Design frame_reader_flat, sky130hd; sources not shown.
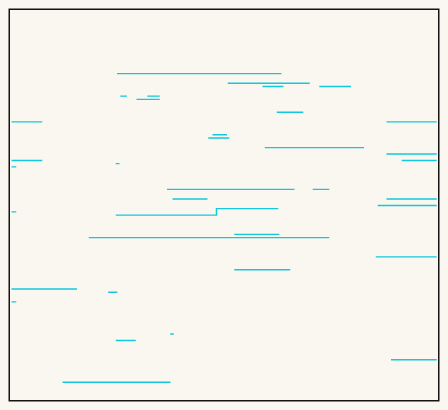
(images/m3.png)
nets with wire on the layer: 26
wire length on this layer: 376 um
longest straight run: 50.6 um
vias after detailed routing: 2293
DRT Wirelength: 5.96 mm

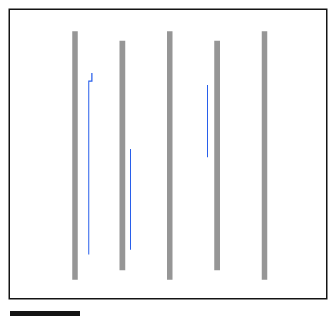
(images/m4.png)
The bar under the picture is 20 um long. Supply wires on this layer in gray.
nets with wire on the layer: 2
wire length on this layer: 102 um
longest straight run: 49.5 um
share of all routed wire: 1.7%
main direction: vertical

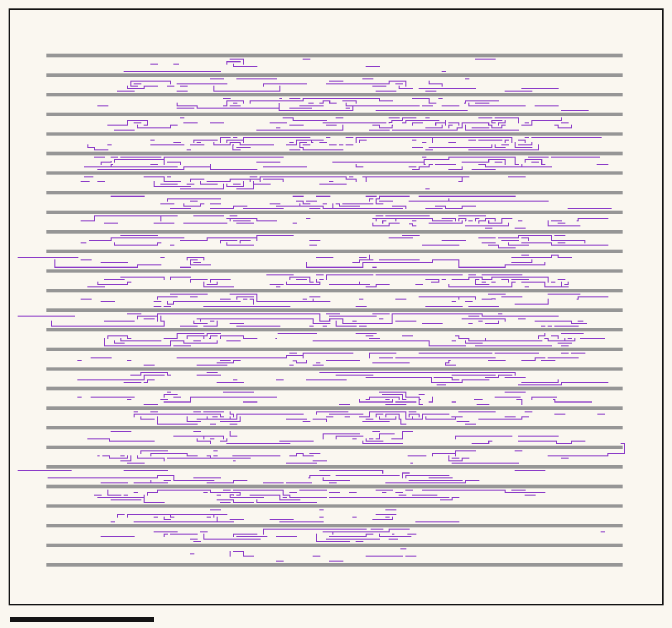
(images/m1.png)
The bar under the picture is 20 um long. Supply wires on this layer in gray.
wire length on this layer: 2830 um
share of all routed wire: 47%
nets with wire on the layer: 362
longest straight run: 27.1 um
main direction: horizontal
met1 usage in global routing: 0.238

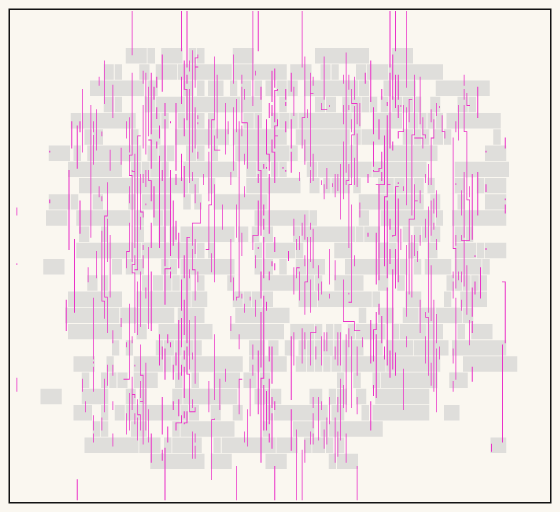
(images/m2.png)
nets with wire on the layer: 303
main direction: vertical
share of all routed wire: 45%
longest straight run: 29.4 um
met2 Use GR: 0.275

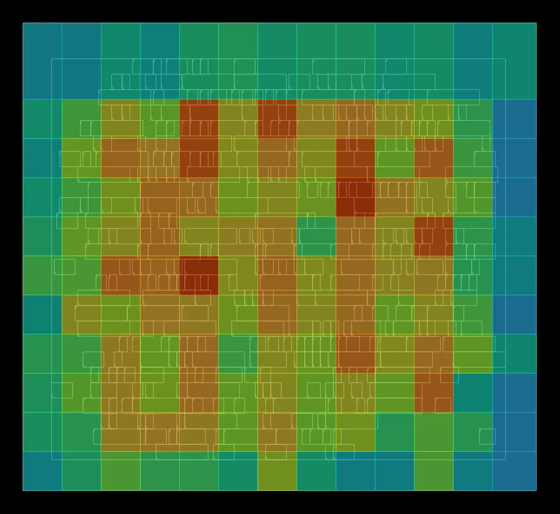
(images/congestion_map.png)
busiest layer in global routing: met2
met3 Use GR: 0.0344
Total Routing Usage GR: 0.176
Routed WL per cell: 13.2 um
final design utilization: 0.609

==> notes.md <==
flow finished, numbers: via/cell ratio=about 5.1, die width=~91 um, Syn Area/Cell=8.39 um^2, FP Core Util=0.516, Comb power frac=0.506, Sw Share=0.433, core area=about 0.0057 mm^2, Cell area leaders=dfrtp_1, o21ai_0, nand2_1, nor2_1, inv_1, failing checks=negative hold slack, top routing layer in use=met4, # nets final=roughly 400, most area-hungry cell type in the Yosys netlist=dfrtp_1, GRT overflow=0, Log Warnings=30, die area=between 0.007 and 0.008 mm^2, Top power group=combinational logic, # IOs=29, Commonest Layout Cell=nand2_1, clock sinks=63, RSZ-0062 raised after global routing=false, number of nets at floorplan=~370, number of max-cap violations=0, Worst Setup Start Kind=flip-flop, ys async rst share=1.00, final hold slack=-0.0381 ns, CP arrival=2.75 ns, Final GP Congestion=roughly 0.76, WP buf/inv=2, Reg clk slew, reported paths=0.06 ns, Final HPWL DP=between 3 and 4 mm, Final Hold Fails=47, DR DRC count=0, status=finished, violations left, Clock Skews=a little over 0.008 ns, comb pwr=roughly 0.0023 W, setup slack after layout=roughly 0.27 ns, R2R Setup Slk=between 0.2 and 0.3 ns, met3 wire len=approximately 380 um, critical-path cell list=nor3_4 > nor2_1 > ha_1 > inv_1 > ha_1 > inv_1 > fa_1 > nor2_2 > nand3b_2 > nand3_4 > nand2_4 > nand2_1 > nand2_1, Hold WC Path Type=primary input to async pin, Max stage delay on crit path=0.54 ns, distinct lib cells=21, Root Driver=clkbuf_8, setup TNS=0 ns, post-route insts no fill=452, critical path's slowest cell=fa_1, Post-synth top cells=nand2_1, dfrtp_1, o21ai_0, post-place setup slack=roughly 0.1 ns
metrics by stage:
stage          area, um^2   util
2_1_floorplan        2920      -
3_3_place_gp         3260  0.575
3_5_place_dp         3260  0.575
4_1_cts              3410  0.603
5_1_grt              3450  0.609
6_report             3450  0.609
repair_timing:
item / in CTS / in global routing
endpoints found under the setup margin: 0 / 12
gates resized: 0 / 5
setup buffers: 0 / 2
final cells by class:
cell class	count	area, um^2
Fill cell	517	2210
Sequential cell	63	1580
Multi-Input combinational cell	233	1150
Timing Repair Buffer	36	338
Clock buffer	11	131
Inverter	35	131
Tap cell	70	87.6
Clock inverter	4	23.8
logic make-up after synthesis:
| group | after synthesis |
|---|---|
| compound gates | 75 |
| flops | 63 |
| fa+ha+maj | 10 |
| buf+inv | 52 |
| xor+xnor | 4 |
| simple gates | 144 |
No activity file was given, so power comes from the tool's default toggle rates.
